==> images/clk_routes.png <==
The bar under the picture is 20 µm long.
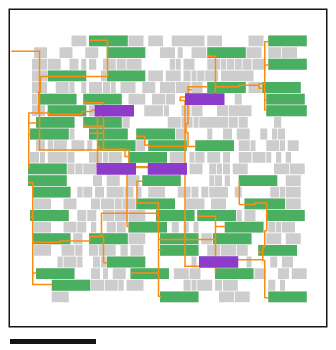
==> images/power_grid.png <==
Pins as bars on the die edge. Tap cells in gray.
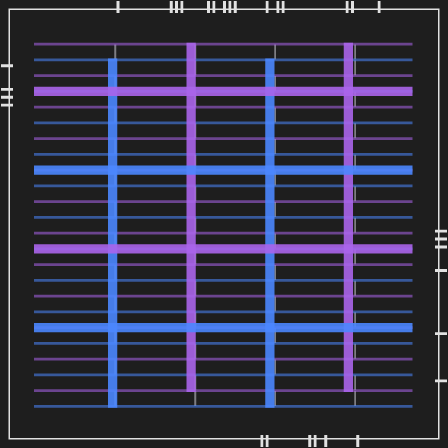
==> images/clocks.png <==
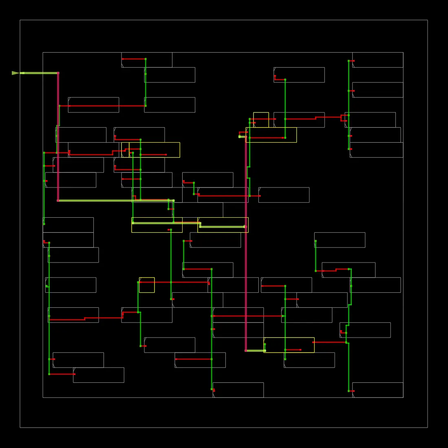
==> images/placement_by_type.png <==
The bar under the picture is 20 µm long.
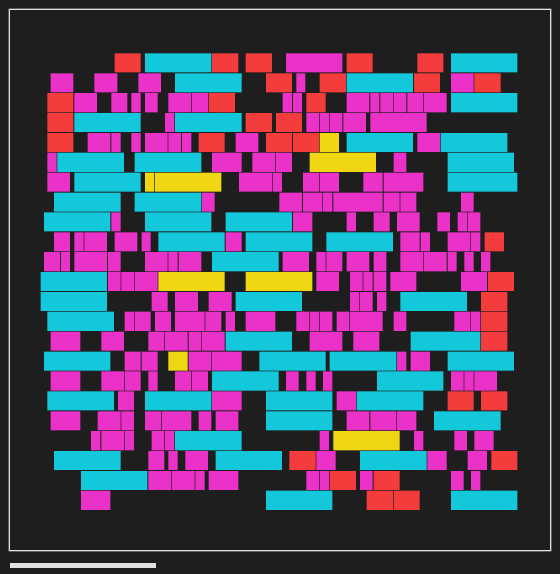
==> images/logic_types.png <==
The bar under the picture is 20 µm long.
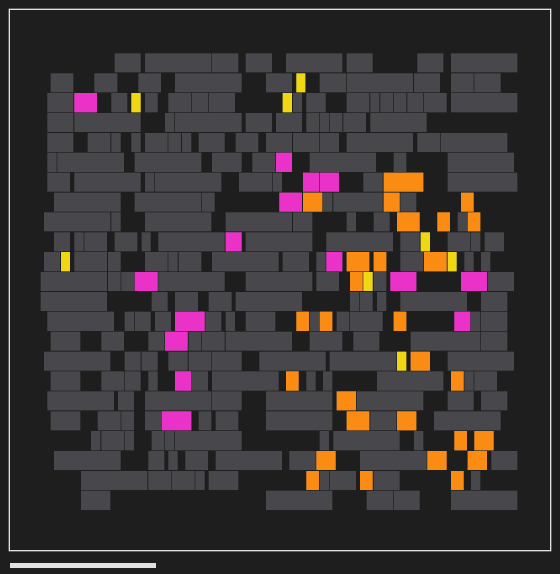
**config.mk**
```make
export PLATFORM = sky130hd
export DESIGN_NAME = acc_uart_tx
export DESIGN_NICKNAME = d
export VERILOG_FILES = /design/src/rtl/acc_uart_tx_pkg.sv /design/src/rtl/acc_uart_tx_baud_tick.sv /design/src/rtl/acc_uart_tx.sv
export SDC_FILE = /design/constraint.sdc
export NUM_CORES = 1
export LEC_CHECK = 0
export CAP_MARGIN = 20
export CORE_MARGIN = 4
export CORE_UTILIZATION = 60
export CTS_BUF_LIST = sky130_fd_sc_hd__clkbuf_16
export DETAILED_ROUTE_END_ITERATION = 8
export PLACE_DENSITY_LB_ADDON = 0.05
export SETUP_SLACK_MARGIN = 0.4
export SYNTH_ARGS = -nofsm -noshare
export SYNTH_HDL_FRONTEND = slang
export SYNTH_HIERARCHICAL = 1
export SYNTH_SLANG_ARGS = --single-unit
```
**constraint.sdc**
```tcl
create_clock -name ReadClock -period 5.1 [get_ports ReadClock]
set_clock_uncertainty 0.15 [all_clocks]
set_input_delay 1.02 -clock ReadClock [delete_from_list [all_inputs] [get_ports ReadClock]]
set_output_delay 1.02 -clock ReadClock [all_outputs]
set_load 0.05 [all_outputs]
```
**src/rtl/acc_uart_tx_pkg.sv**
```systemverilog
// Shared constants for the accumulator storage/readout/UART chain:
// one-hot transmitter states and 8N1 frame geometry.
package acc_uart_tx_pkg;

  // 8N1 frame: start + 8 data + stop
  localparam int FRAME_BITS = 10;
  localparam int DATA_BITS_PER_FRAME = 8;
  localparam int BAUD_CNT_W = 16;

  // One-hot transmitter states
  typedef enum logic [4:0] {
    IDLE      = 5'b00001,
    START_BIT = 5'b00010,
    DATA_BITS = 5'b00100,
    STOP_BIT  = 5'b01000,
    SETTLE    = 5'b10000
  } txState_t;

  // Terminal value of the bit timer for a given bit period
  function automatic logic [BAUD_CNT_W-1:0] lastCount(input int clksPerBit);
    return BAUD_CNT_W'(clksPerBit - 1);
  endfunction

endpackage

```
**src/rtl/acc_uart_tx_baud_tick.sv**
```systemverilog
// Bit timer: counts 0..CLKS_PER_BIT-1 and flags the last cycle of a bit.
// Clear restarts the bit period (used on every FSM state change).
module acc_uart_tx_baud_tick
  import acc_uart_tx_pkg::*;
#(
  parameter int CLKS_PER_BIT = 868
) (
  input  logic ReadClock,
  input  logic Reset,
  input  logic Clear,
  output logic Tick
);

  logic [BAUD_CNT_W-1:0] count;

  assign Tick = (count == lastCount(CLKS_PER_BIT));

  // Free-running period counter, reloaded on clear or terminal count
  always_ff @(posedge ReadClock or posedge Reset) begin
    if (Reset)
      count <= '0;
    else if (Clear || Tick)
      count <= '0;
    else
      count <= count + 1'b1;
  end

endmodule

```
**src/rtl/acc_uart_tx.sv**
```systemverilog
// 8N1 UART transmitter draining the accumulator storage stage.
// A byte is latched from DataIn in IDLE (with a one-cycle ReadEnable
// handshake), shifted out LSB first, and counted in BytesSent once its
// stop bit completes. A one-cycle SETTLE state keeps ReadEnable pulses
// at least two cycles apart so upstream's registered DataOut can update.
module acc_uart_tx
  import acc_uart_tx_pkg::*;
#(
  parameter int CLKS_PER_BIT = 868
) (
  input  logic        ReadClock,
  input  logic        Reset,
  input  logic [7:0]  DataIn,
  input  logic        DataReady,
  output logic        ReadEnable,
  input  logic        TxEnable,
  output logic        TxOut,
  output logic        Busy,
  output logic [15:0] BytesSent
);

  txState_t    state, stateNext;
  logic [7:0]  shiftReg, shiftNext;
  logic [2:0]  bitIdx, bitIdxNext;
  logic [15:0] bytesSentQ;
  logic        txNext;
  logic        latch;
  logic        sentInc;
  logic        tick;

  acc_uart_tx_baud_tick #(
    .CLKS_PER_BIT(CLKS_PER_BIT)
  ) uBaud (
    .ReadClock(ReadClock),
    .Reset    (Reset),
    .Clear    (stateNext != state),
    .Tick     (tick)
  );

  // Next-state, shift/bit-index update and registered-line value
  always_comb begin
    stateNext  = state;
    shiftNext  = shiftReg;
    bitIdxNext = bitIdx;
    latch      = 1'b0;
    sentInc    = 1'b0;
    case (state)
      IDLE: begin
        if (DataReady && TxEnable) begin
          latch      = 1'b1;
          shiftNext  = DataIn;
          bitIdxNext = 3'd0;
          stateNext  = START_BIT;
        end
      end
      START_BIT: begin
        if (tick) stateNext = DATA_BITS;
      end
      DATA_BITS: begin
        if (tick) begin
          shiftNext  = {1'b0, shiftReg[7:1]};
          bitIdxNext = bitIdx + 3'd1;
          if (bitIdx == 3'd7) stateNext = STOP_BIT;
        end
      end
      STOP_BIT: begin
        if (tick) begin
          sentInc   = 1'b1;
          stateNext = SETTLE;
        end
      end
      SETTLE:  stateNext = IDLE;
      default: stateNext = IDLE;
    endcase
    // Line level for the coming cycle, so TxOut comes straight off a flop
    txNext = 1'b1;
    if (stateNext == START_BIT)
      txNext = 1'b0;
    else if (stateNext == DATA_BITS)
      txNext = shiftNext[0];
  end

  // State, datapath and output registers; reset aborts any byte in flight
  always_ff @(posedge ReadClock or posedge Reset) begin
    if (Reset) begin
      state      <= IDLE;
      shiftReg   <= '0;
      bitIdx     <= '0;
      TxOut      <= 1'b1;
      bytesSentQ <= '0;
    end else begin
      state    <= stateNext;
      shiftReg <= shiftNext;
      bitIdx   <= bitIdxNext;
      TxOut    <= txNext;
      if (sentInc) bytesSentQ <= bytesSentQ + 16'd1;
    end
  end

  // The state flop sits in IDLE during reset, so the handshake is gated
  // to keep upstream from advancing before the first clean edge.
  assign ReadEnable = latch & ~Reset;
  assign Busy       = (state != IDLE);
  assign BytesSent  = bytesSentQ;

endmodule

```
==> results.cfg <==
; flow metrics
[run_status]
status = finished clean

[drt]
routedWlPerCell_um = 15.1
ant_nets = 0
drt-total-wl_um = 4850
drc_errors = 0

[worst_setup_path]
cp_common_cell = clkdlybuf4s50_1
crit_family = buffers and inverters
critical_path_class = input pin to primary output
path_cells = clkdlybuf4s50_1 > and4b_1 > buf_4 > nand2_1 > nor2_1 > clkdlybuf4s50_1
max_stage_delay_ps = 810
crit_start = DataReady
r2r_end = uBaud/count[6]$_DFF_PP0_

[logic_synthesis]
synthAoiAreaFrac_pct = 8.27
postSynthSeqShare_pct = 47.2
syn-cell-area_um2 = 2600
synthTopCellsByCount = 47 x dfrtp_1, 24 x nand2_1, 16 x xnor2_1, 15 x nor2_1, 15 x xor2_1
top_cell = dfrtp_1
ys_types = 49
synthCells = 247
edf_count = 0
ys_sh_mux_pct = 0.432
yosysTopAreaCellShare_pct = 45.2
ys_warn_count = 6
async_flop_share_pct = 100

[worst_hold_path]
worst_hold_path.endpoint = BytesSent[15]$_DFFE_PP0P_
min_path_type = flip-flop to flip-flop

[cells_and_area]
fin_nets = 287
area_growth_pct = 15.5
n_antenna_cell = 0
drive_gt1_share_pct = 11.8
nonClkBufAreaFrac_pct = 10.5
fin_util_pct = 73.6
final_cell_mix = 47 x dfrtp_1, 30 x clkdlybuf4s50_1, 24 x nand2_1, 16 x xnor2_1
n_all_buffers = 32

[global_routing]
grt_use_met3_pct = 3.56
grt_max_degree = 22
grt.met1_usage_pct = 26.1
antenna_found_initial = 0
gr-total-overflow = 0

[sta]
worst_slack_ps = 1020
timing.hold.ws_ps = 312
rsz0062_at_grt = no

[power]
pwr-share-comb_pct = 12.2
power.internal_w = 0.000637
top_power_group = registers

[run]
cap_violations = 0
warnings = 26

[clocking]
holdBufCountCts = 0
clk_pin_slew_worst_paths_ps = 60
cts-htree-levels = 2

[die]
pin_count = 31

[placed_design]
placed_cells = 314
Notes on clk_routes.png above:
[purple] clock drivers | count: 5
[green] flip-flops | count: 49
[orange] clock wires | length: 550 µm
flops lie	widely spread
insertion delay at the late pin of the worst-skew pair: 280 ps
clock share of power: 36.6%
Clk power: 0.000316 W

Notes on power_grid.png above:
color	net
purple	VDD
blue	VSS
tap cells	50
rows	23
met1 rails	24
met5 straps	4
met4 straps	4
DIE HEIGHT: 73.9 µm
Die Width: 73.9 µm
Core ar.: 4090 µm²
Max VDD drop: 0.267 mV

Notes on clocks.png above:
TritonCTS Buffers: 5
seq_cells: 49
Sink Count: 49
# clk buffers: 5

Notes on placement_by_type.png above:
color	class	cells	share of their area
red	remaining buffers and delay cells	32	11%
cyan	sequential cells	49	42%
magenta	combinational and other logic	183	43%
yellow	clock drivers and dummy loads	8	4.9%

Notes on logic_types.png above:
color	family	cells	most used
yellow	inv cells	8	inv_1
magenta	and/or cells	15	and4_1
orange	aoi and oai cells	28	o21ai_0
fraction of standard cell area in multi-input logic: 40.8%
most common logic cell in the routed design: dfrtp_1
Post-Layout Cell Count: 322

Power and IR drop assume default switching activity.
